## src/rtl/rbr_add_subb_arb.sv

```systemverilog
// rbr_add_subb_arb: round-robin share of one RBR adder/subtractor.
// Optional build macro: RBR_ARB_FIXED_PRIO_EN (lowest index wins, no rr_ptr).
//
// Ports:
//   clk, srst_n        clock, synchronous active-low reset
//   req_valid/ready    per-requester handshake (ready is one-hot or zero)
//   req_subb_a/b       per-requester negate controls
//   req_a/req_b        packed operands, requester k at [k*2W +: 2W]
//   rsp_valid/ready    result handshake
//   rsp_id, rsp_s      owner index and RBR result (+/-a)+(+/-b)
//
// Digit code: 00=-1, 01/10=0, 11=+1.

module rbr_add_subb #(
  parameter int W = 64
) (
  input  logic [2*W-1:0] a,
  input  logic [2*W-1:0] b,
  input  logic           subb_a,
  input  logic           subb_b,
  output logic [2*W-1:0] s
);
  localparam int SW = W + 3;
  localparam logic [SW-1:0] BIAS = {3'b000, {W{1'b1}}};

  logic [2*W-1:0] an;
  logic [2*W-1:0] bn;
  logic [SW-1:0]  a_hi;
  logic [SW-1:0]  a_lo;
  logic [SW-1:0]  b_hi;
  logic [SW-1:0]  b_lo;
  logic [SW-1:0]  sum;
  logic [W-1:0]   mag;
  logic           neg;

  // Negating a digit is inverting both of its bits.
  // The exact sum is recoded digit by digit, so every
  // result that fits in W digits comes back exactly,
  // including ones that use digit W-1.
  always_comb begin
    an   = subb_a ? ~a : a;
    bn   = subb_b ? ~b : b;
    a_hi = '0;
    a_lo = '0;
    b_hi = '0;
    b_lo = '0;
    for (int i = 0; i < W; i++) begin
      a_hi[i] = an[2*i+1];
      a_lo[i] = an[2*i];
      b_hi[i] = bn[2*i+1];
      b_lo[i] = bn[2*i];
    end
    sum = a_hi + a_lo + b_hi + b_lo - BIAS - BIAS;
    neg = sum[SW-1];
    mag = neg ? W'(~sum + SW'(1)) : W'(sum);
    s   = '0;
    for (int i = 0; i < W; i++) begin
      s[2*i +: 2] = mag[i] ? (neg ? 2'b00 : 2'b11) : 2'b01;
    end
  end
endmodule

module rbr_add_subb_arb #(
  parameter int W    = 64,
  parameter int NREQ = 4,
  parameter int IDW  = $clog2(NREQ)
) (
  input  logic              clk,
  input  logic              srst_n,
  input  logic [NREQ-1:0]   req_valid,
  output logic [NREQ-1:0]   req_ready,
  input  logic [NREQ-1:0]   req_subb_a,
  input  logic [NREQ-1:0]   req_subb_b,
  input  logic [NREQ*2*W-1:0] req_a,
  input  logic [NREQ*2*W-1:0] req_b,
  output logic              rsp_valid,
  input  logic              rsp_ready,
  output logic [IDW-1:0]    rsp_id,
  output logic [2*W-1:0]    rsp_s
);
  typedef enum logic [1:0] {
    IDLE,
    EXEC,
    RESP
  } state_t;

  state_t         state_q;
  state_t         state_d;
  logic           accept_en;
  logic           any_req;
  logic           take;
  logic [IDW-1:0] g;
  logic [2*W-1:0] op_a;
  logic [2*W-1:0] op_b;
  logic           op_sa;
  logic           op_sb;
  logic [IDW-1:0] op_id;
  logic [2*W-1:0] add_s;

`ifdef RBR_ARB_FIXED_PRIO_EN
  always_comb begin
    any_req = 1'b0;
    g       = '0;
    for (int i = NREQ - 1; i >= 0; i--) begin
      if (req_valid[i]) begin
        any_req = 1'b1;
        g       = IDW'(i);
      end
    end
  end
`else
  logic [IDW-1:0] rr_ptr;
  logic [IDW:0]   k;

  // Search upward from rr_ptr, wrapping at NREQ-1.
  always_comb begin
    any_req = 1'b0;
    g       = '0;
    k       = '0;
    for (int i = 0; i < NREQ; i++) begin
      k = {1'b0, rr_ptr} + (IDW+1)'(i);
      if (k >= (IDW+1)'(NREQ)) begin
        k = k - (IDW+1)'(NREQ);
      end
      if (!any_req && req_valid[k[IDW-1:0]]) begin
        any_req = 1'b1;
        g       = k[IDW-1:0];
      end
    end
  end
`endif

  always_comb begin
    state_d   = state_q;
    accept_en = 1'b0;
    unique case (state_q)
      IDLE: begin
        accept_en = 1'b1;
        if (any_req) state_d = EXEC;
      end
      EXEC: state_d = RESP;
      RESP: begin
        if (rsp_ready) begin
          accept_en = 1'b1;
          state_d   = any_req ? EXEC : IDLE;
        end
      end
      default: state_d = IDLE;
    endcase
  end

  assign take = accept_en & any_req;

  always_comb begin
    req_ready = '0;
    if (take && srst_n) req_ready[g] = 1'b1;
  end

  rbr_add_subb #(.W(W)) u_add (
    .a      (op_a),
    .b      (op_b),
    .subb_a (op_sa),
    .subb_b (op_sb),
    .s      (add_s)
  );

  always_ff @(posedge clk) begin
    if (!srst_n) begin
      state_q   <= IDLE;
      rsp_valid <= 1'b0;
      rsp_id    <= '0;
      rsp_s     <= '0;
      op_a      <= '0;
      op_b      <= '0;
      op_sa     <= 1'b0;
      op_sb     <= 1'b0;
      op_id     <= '0;
    end else begin
      state_q <= state_d;
      if (take) begin
        op_a  <= req_a[g*2*W +: 2*W];
        op_b  <= req_b[g*2*W +: 2*W];
        op_sa <= req_subb_a[g];
        op_sb <= req_subb_b[g];
        op_id <= g;
      end
      if (state_q == EXEC) begin
        rsp_s     <= add_s;
        rsp_id    <= op_id;
        rsp_valid <= 1'b1;
      end else if (state_q == RESP && rsp_ready) begin
        rsp_valid <= 1'b0;
      end
    end
  end

`ifndef RBR_ARB_FIXED_PRIO_EN
  always_ff @(posedge clk) begin
    if (!srst_n) begin
      rr_ptr <= '0;
    end else if (take) begin
      rr_ptr <= (g == IDW'(NREQ - 1)) ? '0 : g + IDW'(1);
    end
  end
`endif
endmodule

```

## config.mk

```make
export PLATFORM = sky130hd
export DESIGN_NAME = rbr_add_subb_arb
export DESIGN_NICKNAME = d
export VERILOG_FILES = /design/src/rtl/rbr_add_subb_arb.sv
export SDC_FILE = /design/constraint.sdc
export NUM_CORES = 1
export LEC_CHECK = 0
export ABC_AREA = 1
export CAP_MARGIN = 20
export CELL_PAD_IN_SITES_DETAIL_PLACEMENT = 1
export CELL_PAD_IN_SITES_GLOBAL_PLACEMENT = 1
export CORE_AREA = 4 4 457 459
export CTS_CLUSTER_SIZE = 8
export DETAILED_ROUTE_END_ITERATION = 7
export DIE_AREA = 0 0 461 463
export MAX_ROUTING_LAYER = met4
export PLACE_DENSITY_LB_ADDON = 0.08
export REMOVE_ABC_BUFFERS = 1
export SLEW_MARGIN = 20
export SYNTH_ARGS = -nofsm -noshare
export SYNTH_HDL_FRONTEND = slang
export SYNTH_SLANG_ARGS = --single-unit
```

## constraint.sdc

```tcl
create_clock -name clk -period 12 [get_ports clk]
set_input_delay 2.4 -clock clk [delete_from_list [all_inputs] [get_ports clk]]
set_output_delay 2.4 -clock clk [all_outputs]
set_load 0.02 [all_outputs]
```

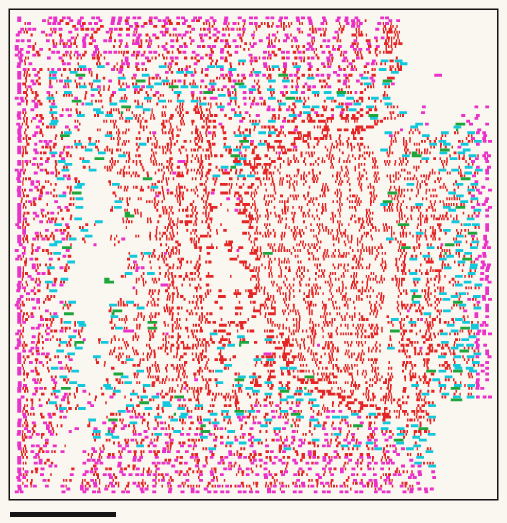
Figure 1: cell classes on the final placement.
The bar under the picture is 100 um long.
color	class	cells	share of their area
magenta	remaining buffers and delay cells	1217	24%
green	clock drivers and dummy loads	81	3.4%
cyan	sequential cells	395	16%
red	remaining logic cells	5565	57%
utilization after layout: 26.3%
Core Rows: 166
Seq area share: 14.7%
Core Region: 204000 um2
fin area: 53800 um2

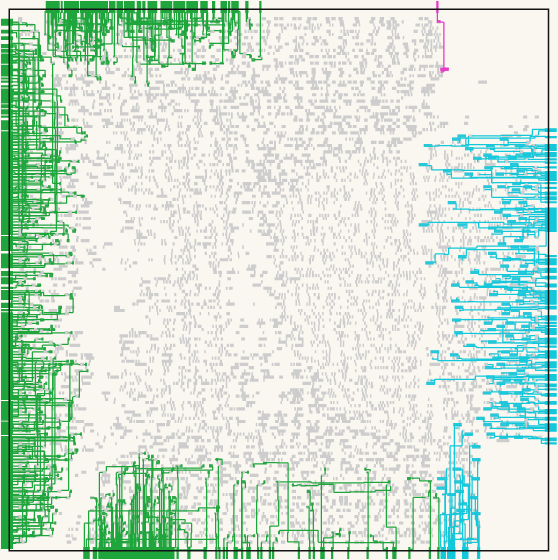
Figure 2: I/O nets highlighted.
color	port	bits	direction	edge	end cells	buffers	wire
magenta	rsp_valid	1	output	top	1	1	67.4 um
green	req_a	512	input	296 left, 116 top, 100 bottom	482	512	20.6 mm
cyan	rsp_s	128	output	112 right, 16 bottom	128	128	6640 um
PortBufs: 1173
I/O pin cnt: 1174

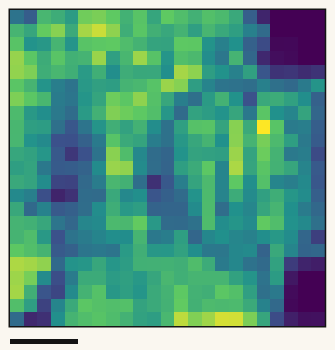
Figure 3: wiring heat map.
The bar under the picture is 100 um long. 23 x 23 tiles, from dark purple (low) to yellow (high), scaled to the fullest tile. Values are wire area over tile area, all layers added.
fullest tile	0.34
emptiest ninth of the die	top right
tiles over half the peak	57%
nearly empty tiles	3.4%

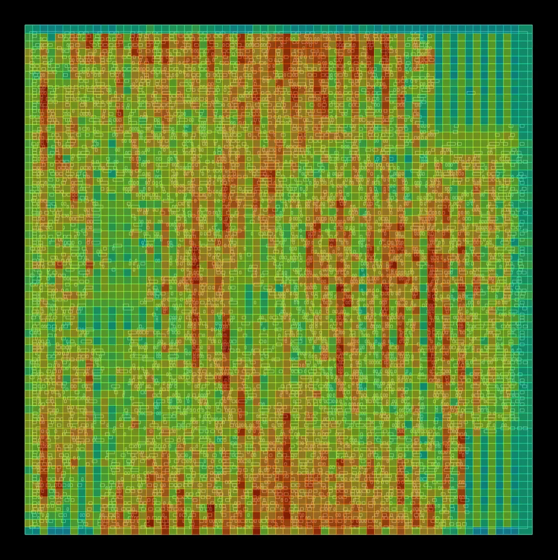
Figure 4: congestion heat map.
met1 track demand over resource: 28.6%
gr usage total: 22.7%
Most Used Layer, Global Route: met2

==> results_slide.txt <==
Key Metrics from the Run

Drt
  • Via Count: 45000
  • Final ANT Viol Nets: 0
  • Drc violations: 0
  • Routed wire per std cell: 24.5 um
  • Drt pass-1 iters: 5
  • Vias/cell: 4.50
  • Initial DRC Count: 2142
  • Wirelength, routed: 245 mm

Clock tree
  • CTS Buf Count: 59
  • Clock tree buffer depth: 3
  • CTS Sinks: 395
  • Late-Pin Clk Latency: 0.66 ns
  • Post-CTS Setup Inserts: 0
  • H-tree depth: 2
  • Post-cts gate resize count: 0
  • CTS tree: built
  • Post-cts hold buffer count: 0
  • Clk slew on worst S/H paths: 0.06 ns
  • Root buf cell: clkbuf_16

Final timing
  • Hold_ws: 0.461 ns
  • Unrepaired setup endpoints after global routing: false
  • Slew at the pin closest to its max-slew limit: 1.15 ns
  • Clock skew: 0.0272 ns
  • Final Cycle Share: 67.5%
  • Max Transition Viols Final: 0
  • Final worst setup slack: 3.90 ns
  • Final Hold Viols: 0
  • Setup violators final: 0
  • Max Clk Rate: 123 MHz
  • Fin crit period: 8.10 ns
  • Fin Setup TNS: 0 ns
  • Slew headroom: 23.3%

Logic synthesis
  • FFs w/ async S/R, synth: 0%
  • EDFF count, synth: 0
  • Cells after Synth: 6279
  • Mux frac, synth: 0.849%
  • Yosys stat area: 37900 um2
  • Largest combinational cell category by area: simple AND/OR/NAND/NOR gates
  • XORs/XNORs by Area: 5.15%
  • Mean Syn Cell Area: 6.03 um2
  • Aoi share: 23.7%
  • Yosys Instances: 6279
  • Synth Area in Adders: 5.76%
  • Dominant synthesized flop cell: dfxtp_1
  • Synth Area in Simple Gates: 31.4%
  • Seq/Total Area, Yosys: 20.9%
  • Synthesized registers: 395
  • Unique cell types: 59
  • Synth warn: 0
  • Post-synthesis cell area: 37900 um2

Global route
  • Initial antenna violation count: 64
  • Pin count of the biggest net entering global routing: 147
  • Total gr overflow: 0
  • Vias in the first global route: 47800
  • Wire length of the first global-routing pass: 347 mm

Worst setup path
  • Max stage delay on crit path: 0.62 ns
  • WP data arrival: 5.70 ns
  • Top cell by count, worst path: nand2_1
  • R2r startpoint: op_sa
  • CP startpoint kind: input port
  • CP Class: input port to primary output
  • CP bufs+invs: 4
  • Highest-delay cell along the critical path: clkdlybuf4s50_1
  • R2R depth: 28
  • Crit-path cells: clkdlybuf4s50_1 > or2_1 > o21ai_1 > nand2_1 > nand2_1 > nand3_2 > nor2_4 > nand2_1 > nand3_4 > buf_12 > ha_1 > inv_1 > nor2_1 > clkdlybuf4s50_1
  • Crit path DRT: 9.60 ns
  • CP endpoint kind: primary output
  • Critical R2R Capture: rsp_s[127]
  • Critical Path Fanout Max: 146
  • FF-to-FF setup slack: 4.43 ns
  • Kind of cell adding the most delay to the critical path: buffers and inverters

Floorplanning
  • Die y size: 463 um
  • Die Wd: 461 um
  • Floorplan Utilization: 18.5%
  • DIE AREA: 213000 um2

Finish
  • Most frequent logic cell in the layout: nand2_1
  • Layout cell share with drive strength beyond 1: 4.63%
  • Nets: 8413
  • Top Layout Cells: nand2_1 (1532), clkdlybuf4s50_1 (1172), inv_1 (817), nor2_1 (712), a21oi_1 (564)
  • Fillers: 25500
  • Cell Count, Final, Fillers Out: 9993
  • Synth-to-Final Area Change: 42.2%
  • Top Registers: op_a x128, op_b x128, rsp_s x128

Placement
  • Detail Placement HPWL: 204 mm
  • Final Wtd Congestion: 0.914
  • Cell count after placement: 9864
  • Pre-CTS WS: 3.81 ns
  • Area after DPL: 52000 um2

Worst hold path
  • Hold Crit Depth: 2
  • Hold wc startpoint: op_id[1]
  • Hold crit path type: flip-flop to flip-flop
  • Hold endpoint: op_id[1]

Job
  • Count of tool warnings: 41
  • Max Cap Viol: 0

Status
  • Outcome: finished clean
==> per-layer routing <==
metal	up-vias	part of all wire [%]	GRT usage, %
met3	146	3.7	3.24
met4	0	1.4	3.96
met5	-	0	-
met1	21600	45	28.6
li1	22400	-	-
met2	848	49	38.9
==> layout make-up <==
type                    count  area (um2)  area share (%)
diodes                     47         118           0.218
repair buffers           1217       12200            22.6
flip-flops and latches    395        7920            14.7
clock buffers              76        1630            3.03
inverters                 841        3200            5.94
clock inverters             5        77.6           0.144
well taps                2688        3360            6.25
multi-input cells        4724       25400            47.1
==> worst max path at each step <==
stage | from | end | cells after the start
floorplan | srst_n | req_ready[0] | 4
global placement | req_valid[0] | req_ready[2] | 14
detailed placement | req_valid[0] | req_ready[2] | 14
CTS | req_valid[0] | req_ready[2] | 14
global route | req_valid[0] | req_ready[1] | 15
finish | req_valid[0] | req_ready[0] | 14
==> cells in the mapped netlist, types with 17 or more instances <==
cell type / number / area, um2
nand2_1: 1535 / 5760
inv_1: 817 / 3070
nor2_1: 713 / 2680
a21oi_1: 564 / 2820
dfxtp_1: 395 / 7910
o21ai_0: 352 / 1760
o21ai_1: 197 / 986
o2111ai_1: 169 / 1480
o211ai_1: 167 / 1250
clkbuf_1: 165 / 619
nand3_1: 152 / 761
xnor2_1: 126 / 1100
xor2_1: 95 / 832
buf_2: 91 / 455
or2_0: 81 / 507
ha_1: 72 / 901
fa_1: 64 / 1280
or2_2: 62 / 388
nand2_2: 40 / 250
nand4_1: 38 / 238
nor2_2: 35 / 219
or2_1: 34 / 213
nor3_1: 33 / 165
mux2i_1: 31 / 310
buf_1: 27 / 101
a31oi_1: 21 / 131
nand3_2: 21 / 210
inv_2: 20 / 75.1
o21bai_1: 19 / 143
buf_4: 17 / 128
